File: src/rtl/ami_rd_cmd.sv
// AXI read-command engine: splits a byte-range read into 4KB-safe INCR bursts and merges
// the returned beats into one command-level stream. Define AMI_RD_WDOG_EN for the response watchdog.
module ami_rd_cmd #(
    parameter int unsigned AXI_DW   = 128,
    parameter int unsigned AXI_AW   = 32,
    parameter int unsigned AXI_IW   = 8,
    parameter int unsigned AXI_LW   = 8,
    parameter int unsigned AXI_SW   = 3,
    parameter int unsigned LENW     = 24,
    parameter int unsigned BL       = 16,
    parameter int unsigned MAX_OST  = 4,
    parameter int unsigned RID_VAL  = 0,
    parameter int unsigned WDOG_CYC = 1024
) (
    input  logic              ACLK,
    input  logic              ARESETn,
    input  logic [AXI_AW-1:0] cmd_addr,
    input  logic [LENW-1:0]   cmd_bytes,
    input  logic              cmd_valid,
    output logic              cmd_ready,
    output logic [AXI_IW-1:0] usr_arid,
    output logic [AXI_AW-1:0] usr_araddr,
    output logic [AXI_LW-1:0] usr_arlen,
    output logic [AXI_SW-1:0] usr_arsize,
    output logic [1:0]        usr_arburst,
    output logic              usr_arvalid,
    input  logic              usr_arready,
    input  logic [AXI_IW-1:0] usr_rid,
    input  logic [AXI_DW-1:0] usr_rdata,
    input  logic [1:0]        usr_rresp,
    input  logic              usr_rlast,
    input  logic              usr_rvalid,
    output logic              usr_rready,
    output logic [AXI_DW-1:0] dout_data,
    output logic              dout_last,
    output logic              dout_valid,
    input  logic              dout_ready,
    output logic              done,
    output logic              err,
    output logic              busy
);
    localparam int unsigned BPB   = AXI_DW / 8;
    localparam int unsigned SHIFT = $clog2(BPB);
    localparam int unsigned OW    = $clog2(MAX_OST + 1);
    localparam int unsigned PW    = (MAX_OST > 1) ? $clog2(MAX_OST) : 1;

    typedef enum logic [1:0] {StIdle, StIssue, StDrain, StDone} state_e;

    state_e              state_q, state_d;
    logic [AXI_AW-1:0]   addr_q, addr_d;
    logic [LENW-1:0]     rem_q, rem_d;
    logic [AXI_AW-1:0]   araddr_q, araddr_d;
    logic [AXI_LW-1:0]   arlen_q, arlen_d;
    logic                arvalid_q, arvalid_d;
    logic [OW-1:0]       ost_q, ost_d;
    logic [PW-1:0]       wr_ptr_q, wr_ptr_d, rd_ptr_q, rd_ptr_d;
    logic [AXI_LW-1:0]   fifo_q [MAX_OST];
    logic [AXI_LW-1:0]   fifo_d [MAX_OST];
    logic [AXI_LW-1:0]   beat_cnt_q, beat_cnt_d;
    logic                sticky_q, sticky_d;
    logic                done_q, done_d, err_q, err_d;

    logic                r_active, r_hs, r_pop, ar_hs, exp_last, drop;
    logic [LENW:0]       nb;
    logic [LENW-1:0]     ar_beats;
    logic [12:0]         room_beats, beats_c;
    logic                unused_rid;

    assign unused_rid = ^usr_rid;

    assign r_active  = (state_q == StIssue) || (state_q == StDrain);
    assign r_hs      = r_active && usr_rvalid && dout_ready;
    assign r_pop     = r_hs && usr_rlast && (ost_q != '0);
    assign ar_hs     = arvalid_q && usr_arready;
    assign exp_last  = (beat_cnt_q == fifo_q[rd_ptr_q]);
    assign ar_beats  = LENW'(arlen_q) + LENW'(1);
    assign nb        = ({1'b0, cmd_bytes} + (LENW + 1)'(BPB - 1)) >> SHIFT;

    assign usr_arid    = AXI_IW'(RID_VAL);
    assign usr_araddr  = araddr_q;
    assign usr_arlen   = arlen_q;
    assign usr_arsize  = AXI_SW'(SHIFT);
    assign usr_arburst = 2'b01;
    assign usr_arvalid = arvalid_q;
    assign usr_rready  = drop ? 1'b1 : (r_active && dout_ready);
    assign dout_data   = usr_rdata;
    assign dout_valid  = !drop && r_active && usr_rvalid;
    assign dout_last   = r_active && usr_rlast && (ost_q == OW'(1)) && (rem_q == '0);
    assign done        = done_q;
    assign err         = err_q;
    assign busy        = (state_q != StIdle);

    // Burst size: capped by BL, what is left, and the room before the next 4KB page.
    always_comb begin
        room_beats = (13'd4096 - {1'b0, addr_q[11:0]}) >> SHIFT;
        beats_c    = 13'(BL);
        if (rem_q < LENW'(beats_c)) beats_c = 13'(rem_q);
        if (room_beats < beats_c) beats_c = room_beats;
    end

`ifdef AMI_RD_WDOG_EN
    localparam int unsigned WW = $clog2(WDOG_CYC + 1);
    logic [WW-1:0] wdog_q, wdog_d;
    logic          drop_q, drop_d;
    assign drop = drop_q;
`else
    assign drop = 1'b0;
`endif

    always_comb begin
        state_d    = state_q;
        addr_d     = addr_q;
        rem_d      = rem_q;
        araddr_d   = araddr_q;
        arlen_d    = arlen_q;
        arvalid_d  = arvalid_q;
        ost_d      = ost_q;
        wr_ptr_d   = wr_ptr_q;
        rd_ptr_d   = rd_ptr_q;
        fifo_d     = fifo_q;
        beat_cnt_d = beat_cnt_q;
        sticky_d   = sticky_q;
        done_d     = 1'b0;
        err_d      = 1'b0;
        cmd_ready  = 1'b0;

        unique case (state_q)
            StIdle: begin
                cmd_ready = 1'b1;
                if (cmd_valid) begin
                    addr_d  = cmd_addr & ~AXI_AW'(BPB - 1);
                    rem_d   = LENW'(nb);
                    state_d = (nb == '0) ? StDone : StIssue;
                end
            end
            StIssue: begin
                if (arvalid_q) begin
                    if (usr_arready) begin
                        arvalid_d = 1'b0;
                        addr_d    = addr_q + ((AXI_AW'(arlen_q) + AXI_AW'(1)) << SHIFT);
                        rem_d     = rem_q - ar_beats;
                        if (rem_q == ar_beats) state_d = StDrain;
                    end
                end else if ((rem_q != '0) && (ost_q < OW'(MAX_OST))) begin
                    arvalid_d = 1'b1;
                    araddr_d  = addr_q;
                    arlen_d   = AXI_LW'(beats_c - 13'd1);
                end
            end
            StDrain: begin
                if (r_pop && (ost_q == OW'(1))) state_d = StDone;
            end
            StDone: begin
                done_d   = 1'b1;
                err_d    = sticky_q;
                sticky_d = 1'b0;
                state_d  = StIdle;
            end
            default: state_d = StIdle;
        endcase

        if (ar_hs) begin
            fifo_d[wr_ptr_q] = arlen_q;
            wr_ptr_d = (wr_ptr_q == PW'(MAX_OST - 1)) ? '0 : wr_ptr_q + PW'(1);
        end
        if (r_hs) begin
            if ((usr_rresp != 2'b00) || (usr_rlast != exp_last) || (ost_q == '0)) sticky_d = 1'b1;
            beat_cnt_d = usr_rlast ? '0 : beat_cnt_q + AXI_LW'(1);
        end
        if (r_pop) rd_ptr_d = (rd_ptr_q == PW'(MAX_OST - 1)) ? '0 : rd_ptr_q + PW'(1);
        if (ar_hs && !r_pop) ost_d = ost_q + OW'(1);
        else if (!ar_hs && r_pop) ost_d = ost_q - OW'(1);

`ifdef AMI_RD_WDOG_EN
        drop_d = drop_q;
        wdog_d = '0;
        if ((state_q == StIdle) && cmd_valid) drop_d = 1'b0;
        if (r_active && (ost_q != '0) && !r_hs) wdog_d = wdog_q + WW'(1);
        // Timeout abandons the command; late beats are swallowed until the next accept.
        if (r_active && (wdog_q == WW'(WDOG_CYC))) begin
            state_d    = StDone;
            sticky_d   = 1'b1;
            ost_d      = '0;
            wr_ptr_d   = '0;
            rd_ptr_d   = '0;
            beat_cnt_d = '0;
            rem_d      = '0;
            arvalid_d  = 1'b0;
            drop_d     = 1'b1;
            wdog_d     = '0;
        end
`endif
    end

`ifdef AMI_RD_WDOG_EN
    always_ff @(posedge ACLK or negedge ARESETn) begin
        if (!ARESETn) begin
            wdog_q <= '0;
            drop_q <= 1'b0;
        end else begin
            wdog_q <= wdog_d;
            drop_q <= drop_d;
        end
    end
`endif

    always_ff @(posedge ACLK or negedge ARESETn) begin
        if (!ARESETn) begin
            state_q    <= StIdle;
            addr_q     <= '0;
            rem_q      <= '0;
            araddr_q   <= '0;
            arlen_q    <= '0;
            arvalid_q  <= 1'b0;
            ost_q      <= '0;
            wr_ptr_q   <= '0;
            rd_ptr_q   <= '0;
            fifo_q     <= '{default: '0};
            beat_cnt_q <= '0;
            sticky_q   <= 1'b0;
            done_q     <= 1'b0;
            err_q      <= 1'b0;
        end else begin
            state_q    <= state_d;
            addr_q     <= addr_d;
            rem_q      <= rem_d;
            araddr_q   <= araddr_d;
            arlen_q    <= arlen_d;
            arvalid_q  <= arvalid_d;
            ost_q      <= ost_d;
            wr_ptr_q   <= wr_ptr_d;
            rd_ptr_q   <= rd_ptr_d;
            fifo_q     <= fifo_d;
            beat_cnt_q <= beat_cnt_d;
            sticky_q   <= sticky_d;
            done_q     <= done_d;
            err_q      <= err_d;
        end
    end

endmodule
File: config.mk
export PLATFORM = sky130hd
export DESIGN_NAME = ami_rd_cmd
export DESIGN_NICKNAME = d
export VERILOG_FILES = /design/src/rtl/ami_rd_cmd.sv
export SDC_FILE = /design/constraint.sdc
export NUM_CORES = 1
export LEC_CHECK = 0
export CORE_ASPECT_RATIO = 1.5
export CORE_MARGIN = 4
export CORE_UTILIZATION = 45
export DETAILED_ROUTE_END_ITERATION = 12
export HOLD_SLACK_MARGIN = 0.08
export PLACE_DENSITY = 0.83
export SLEW_MARGIN = 25
export SYNTH_ARGS = -nofsm -noshare
export SYNTH_HDL_FRONTEND = slang
export SYNTH_SLANG_ARGS = --single-unit
File: constraint.sdc
create_clock -name ACLK -period 4.6 [get_ports ACLK]
set_input_delay 0.92 -clock ACLK [delete_from_list [all_inputs] [get_ports ACLK]]
set_output_delay 0.92 -clock ACLK [all_outputs]
set_load 0.005 [all_outputs]
Figure 1. Signal wires by layer (run 1).
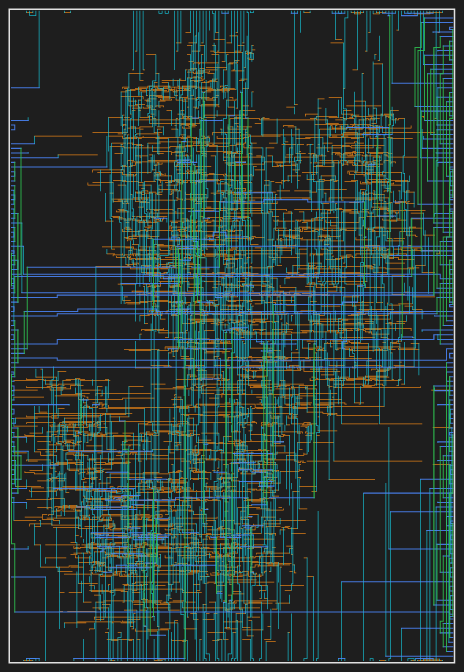
M1: shown in orange, wire length 9000 um. M2: shown in cyan, wire length 13800 um. M4: shown in green, wire length 2560 um. M3: shown in blue, wire length 3000 um.
final WL: 28400 um
routed vias: 7876
Avg WL per Cell: 21.6 um

Figure 2. Placement by cell class (run 1).
Fill, decap, tap and diode cells in gray.
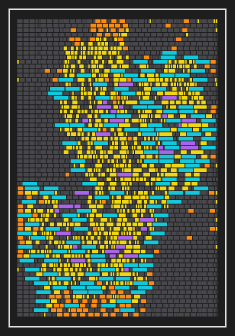
remaining buffers and delay cells: shown in orange, cells 114, share of their area 11%. remaining logic cells: shown in yellow, cells 758, share of their area 50%. registers: shown in cyan, cells 141, share of their area 34%. clock drivers and dummy loads: shown in purple, cells 32, share of their area 5.7%.
Seq/total area: 32.5%
final cell utilization of the core: 49.9%
design area: 10800 um2

==> flow_summary.json, run 1 <==
{
  "cts_hold_buffers": 0,
  "r2r_cells": 14,
  "status": "completed",
  "final_cell_mix": "141 x dfrtp_1, 103 x clkdlybuf4s50_1, 87 x nand2_1, 57 x mux2_2, 50 x nor2_1",
  "die-area_um2": 24700,
  "adder_share_pct": 6.05,
  "combinationalPower_mw": 4.56,
  "max_slew.worst_pin.slew_ns": 0.766,
  "busiest_layer": "met2",
  "finalCriticalPeriod_ns": 4.01,
  "grt_pass1_wl_um": 44200,
  "synth.largest_area_cell": "dfrtp_1",
  "power.density_nw_per_um2": 777,
  "worst_path_largest_cell_delay_ns": 0.58,
  "seq-power_mw": 2.48,
  "yosys-top-cells-area": "dfrtp_1 35%, buf_4 11%, mux2_2 6.4%",
  "die_x_um": 130,
  "top_register": "fifo_q",
  "grt_pass1_vias": 8177,
  "clock_path_buffers": 2,
  "p_comb_share_pct": 54.1,
  "synth.distinct_cells": 77,
  "postSynth.asyncResetShare_pct": 100,
  "yosys_area_um2": 9970,
  "critPathSlowestCell": "or4_1",
  "fp_util_pct": 45.9,
  "hold_viol": 0,
  "logic_family": "simple AND/OR/NAND/NOR gates",
  "n_antenna_cell": 0,
  "clock.latency.late_pin_ns": 0.44,
  "largestClassByArea": "logic gates",
  "ff_count": 141,
  "maxCapViolCount": 0,
  "grt_util_all_layers_pct": 23.1,
  "ys.flop_type": "dfrtp_1",
  "cp_top_family": "simple AND/OR/NAND/NOR gates",
  "synth_flops": 141,
  "portBuffers": 104,
  "start_kind": "flop",
  "top_cell": "buf_4",
  "clk_share_pct": 5.48,
  "antenna_found_initial": 0,
  "nWellTaps": 272,
  "pg_clk_mw": 1.39,
  "worst-setup-path-type": "reg2reg"
}
Figure 3. Placement view (run 1).
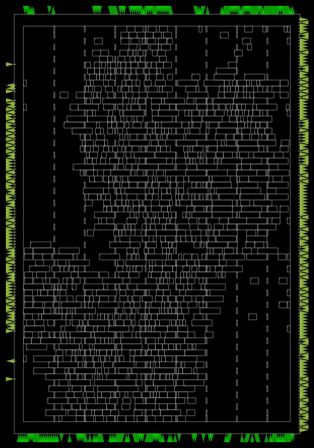
total core area: 21700 um2
# rows: 66
non-filler instance count after layout: 1317
final-layout fill cell count: 1951

--- run 2 (diff from run 1) ---
--- a/config.mk
+++ b/config.mk
@@ -5,12 +5,12 @@
 export SDC_FILE = /design/constraint.sdc
 export NUM_CORES = 1
 export LEC_CHECK = 0
-export CORE_ASPECT_RATIO = 1.5
-export CORE_MARGIN = 4
-export CORE_UTILIZATION = 45
+export CORE_AREA = 4 4 151 153
 export DETAILED_ROUTE_END_ITERATION = 12
+export DIE_AREA = 0 0 155 157
+export DONT_BUFFER_PORTS = 1
 export HOLD_SLACK_MARGIN = 0.08
-export PLACE_DENSITY = 0.83
+export PLACE_DENSITY = 0.62
 export SLEW_MARGIN = 25
 export SYNTH_ARGS = -nofsm -noshare
 export SYNTH_HDL_FRONTEND = slang
Figure 4. Placement by cell class (run 2).
Fill, decap, tap and diode cells in gray.
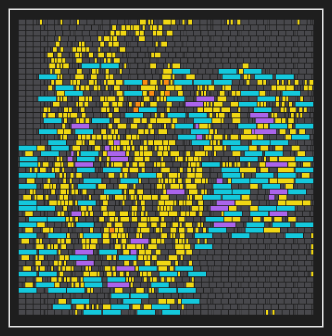
remaining logic cells: shown in yellow, cells 758, share of their area 56%. remaining buffers and delay cells: shown in orange, cells 7, share of their area 0.55%. registers: shown in cyan, cells 141, share of their area 37%. clock drivers and dummy loads: shown in purple, cells 32, share of their area 6.7%.
total core area: 21600 um2
# rows: 54
design area: 9830 um2
final cell utilization of the core: 45.6%

==> run 2 against run 1 <==
  * Sequential power is essentially flat
  * Final area shrank 9.3%
  * Final cell count shrank 7.4%
  * Non-clock buffer count shrank 107
  * Global-route usage shrank 4.0 points
  * Clock skew shrank 0.0034 ns
  * Synthesized area is the same
  * Via count shrank 11%
  * Critical path depth grew 2
  * Clock power grew 6%
  * Power shrank 5.4%
  * Maximum frequency grew 0.96%
==> flow_summary.json, run 2 <==
{
  "pg_clk_mw": 1.48,
  "synth.distinct_cells": 77,
  "finalCriticalPeriod_ns": 3.97,
  "wl_um": 23200,
  "critPathSlowestCell": "or4_1",
  "hold_viol": 0,
  "final_cell_mix": "141 x dfrtp_1, 86 x nand2_1, 57 x mux2_2, 50 x nor2_1",
  "clk_share_pct": 6.41,
  "yosys-top-cells-area": "dfrtp_1 35%, buf_4 11%, mux2_2 6.4%",
  "adder_share_pct": 6.05,
  "seq-power_mw": 2.51,
  "clock_path_buffers": 2,
  "p_comb_share_pct": 49.9,
  "worst-setup-path-type": "reg2reg",
  "cts_hold_buffers": 0,
  "yosys_area_um2": 9970,
  "routedWlPerCell_um": 19.1,
  "ff_count": 141,
  "cp_top_family": "simple AND/OR/NAND/NOR gates",
  "busiest_layer": "met2",
  "clock.latency.late_pin_ns": 0.42,
  "power.density_nw_per_um2": 811,
  "seq-cell-share_pct": 35.9,
  "top_cell": "buf_4",
  "postCtsSetupBuffers": 0,
  "worst_path_largest_cell_delay_ns": 0.60,
  "grt_util_all_layers_pct": 19.1,
  "p_seq_share_pct": 31.5,
  "ys.flop_type": "dfrtp_1",
  "maxCapViolCount": 0,
  "fp_util_pct": 46.3,
  "clock-sinks": 141,
  "stdcell_count": 1219,
  "vias": 6995,
  "antenna_found_initial": 1,
  "die-area_um2": 24300,
  "logic_family": "simple AND/OR/NAND/NOR gates",
  "max-vdd-ir-drop_mv": 0.343,
  "combinationalPower_mw": 3.97,
  "status": "completed",
  "n_antenna_cell": 1,
  "postSynth.asyncResetShare_pct": 100,
  "grt_pass1_vias": 6929,
  "synth_flops": 141,
  "start_kind": "flop",
  "max_slew.worst_pin.slew_ns": 0.858,
  "top_register": "fifo_q",
  "die_x_um": 155,
  "largestClassByArea": "logic gates",
  "fillerInstances": 2052
}
Figure 5. Port wiring (run 2).
Scale bar: 50 um.
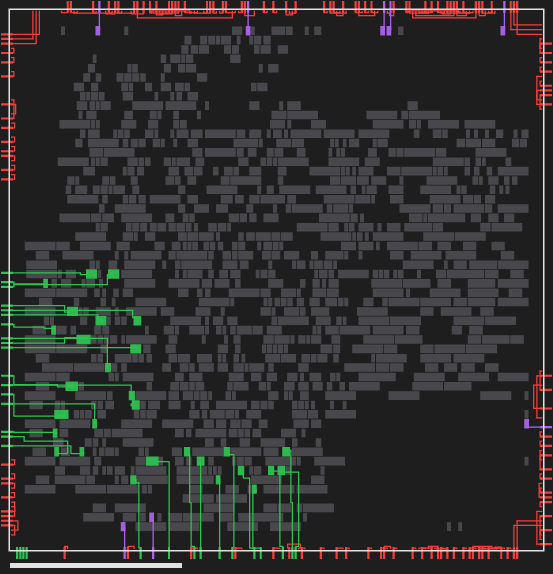
usr_rdata: shown in red, bits 128, direction input, edge 53 north, 31 south, 22 west, 22 east, end cells 0, buffers 0, wire 675 um. usr_arid: shown in purple, bits 8, direction output, edge 5 north, 2 south, 1 east, end cells 8, buffers 0, wire 47.9 um. cmd_addr: shown in green, bits 32, direction input, edge 17 west, 15 south, end cells 29, buffers 0, wire 730 um.
Port Buffers: 0
I/O Pins: 390

--- run 3 (diff from run 2) ---
--- a/config.mk
+++ b/config.mk
@@ -5,13 +5,14 @@
 export SDC_FILE = /design/constraint.sdc
 export NUM_CORES = 1
 export LEC_CHECK = 0
-export CORE_AREA = 4 4 151 153
+export CORE_AREA = 2 2 153 155
 export DETAILED_ROUTE_END_ITERATION = 12
 export DIE_AREA = 0 0 155 157
 export DONT_BUFFER_PORTS = 1
 export HOLD_SLACK_MARGIN = 0.08
-export PLACE_DENSITY = 0.62
+export PLACE_DENSITY = 0.6
 export SLEW_MARGIN = 25
 export SYNTH_ARGS = -nofsm -noshare
 export SYNTH_HDL_FRONTEND = slang
 export SYNTH_SLANG_ARGS = --single-unit
+export TNS_END_PERCENT = 5
==> constraint.sdc (replaced) <==
create_clock -name ACLK -period 4.96 [get_ports ACLK]
set_input_delay 0.992 -clock ACLK [delete_from_list [all_inputs] [get_ports ACLK]]
set_output_delay 0.992 -clock ACLK [all_outputs]
set_load 0.005 [all_outputs]
Figure 6. Port wiring (run 3).
Scale bar: 50 um.
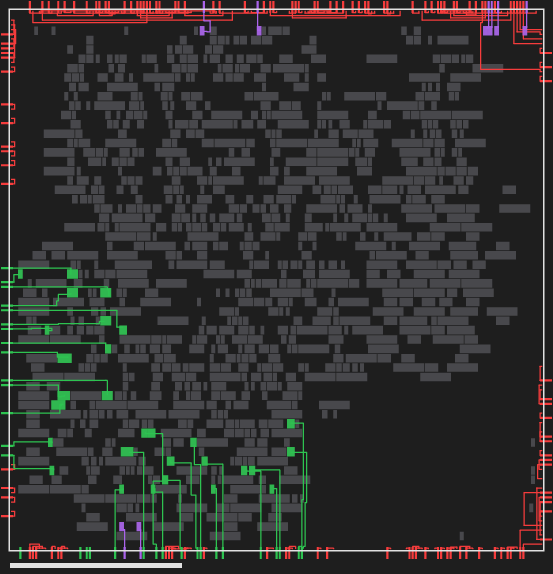
usr_rdata: shown in red, bits 128, direction input, edge 61 north, 34 south, 17 east, 16 west, end cells 0, buffers 0, wire 920 um. usr_arid: shown in purple, bits 8, direction output, edge 6 north, 2 south, end cells 8, buffers 0, wire 48.4 um. cmd_addr: shown in green, bits 32, direction input, edge 18 south, 14 west, end cells 29, buffers 0, wire 704 um.

Figure 7. Placement by cell class (run 3).
Fill, decap, tap and diode cells in gray.
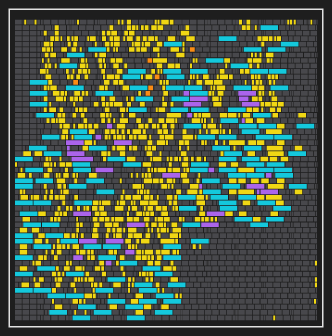
registers: shown in cyan, cells 141, share of their area 37%. remaining logic cells: shown in yellow, cells 758, share of their area 56%. clock drivers and dummy loads: shown in purple, cells 32, share of their area 6.1%. remaining buffers and delay cells: shown in orange, cells 6, share of their area 0.48%.
total core area: 22500 um2
Seq/total area: 36.1%
design area: 9770 um2
# rows: 55
final cell utilization of the core: 43.4%

==> run 3 against run 2 <==
  * Clock power is 15% lower
  * Sequential share of layout area up 0.21 points
  * Largest cell class unchanged
  * Register-to-register slack better by 0.34 ns
  * Synthesized cell count unchanged
  * Final area shrank 0.59%
  * Synthesized area is the same
  * Global-route usage rose by 0.82 points
  * Sequential cell count is the same
  * Die area unchanged
  * Critical endpoint unchanged
  * Core utilization shrank 2.2 points
==> flow_summary.json, run 3 <==
{
  "synth_flops": 141,
  "p_seq_share_pct": 32.0,
  "yosys-top-cells-area": "dfrtp_1 35%, buf_4 11%, mux2_2 6.4%",
  "worst-setup-path-type": "reg2reg",
  "synth.distinct_cells": 77,
  "vias": 7072,
  "grt_util_all_layers_pct": 19.9,
  "fp_util_pct": 44.3,
  "clock_path_buffers": 2,
  "io_pins": 390,
  "finalCriticalPeriod_ns": 3.99,
  "cts_hold_buffers": 0,
  "clock-sinks": 141,
  "wl_um": 23700,
  "adder_share_pct": 6.05,
  "pg_clk_mw": 1.26,
  "n_antenna_cell": 1,
  "ff_count": 141,
  "top_register": "fifo_q",
  "busiest_layer": "met2",
  "postSynth.asyncResetShare_pct": 100,
  "yosys_area_um2": 9970,
  "worst_path_largest_cell_delay_ns": 0.55,
  "max-vdd-ir-drop_mv": 0.336,
  "status": "completed",
  "final_cell_mix": "141 x dfrtp_1, 87 x nand2_1, 57 x mux2_2, 50 x nor2_1",
  "logic_family": "simple AND/OR/NAND/NOR gates"
}

## Gallery

Cell sizes after repair.
image #1
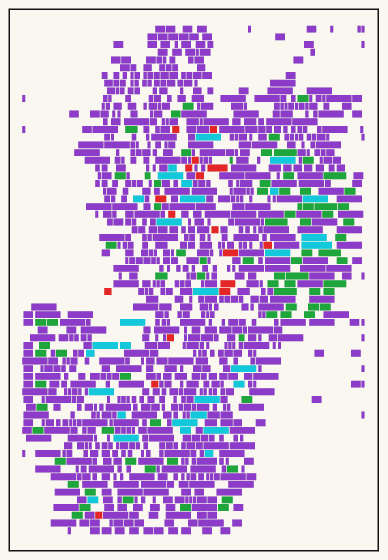
image #2
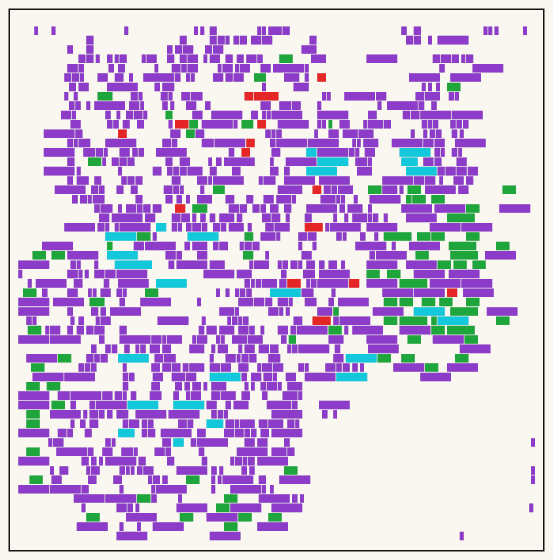
Image #2 is run 3.
Image #1 is run 1.

Key to image #1:
x3 and x4: shown in red, cells 17, share 1.6%. x6 and larger: shown in cyan, cells 30, share 2.9%. x1 and smaller: shown in purple, cells 917, share 88%. x2: shown in green, cells 81, share 7.8%.

No activity file was given, so power comes from the tool's default toggle rates.
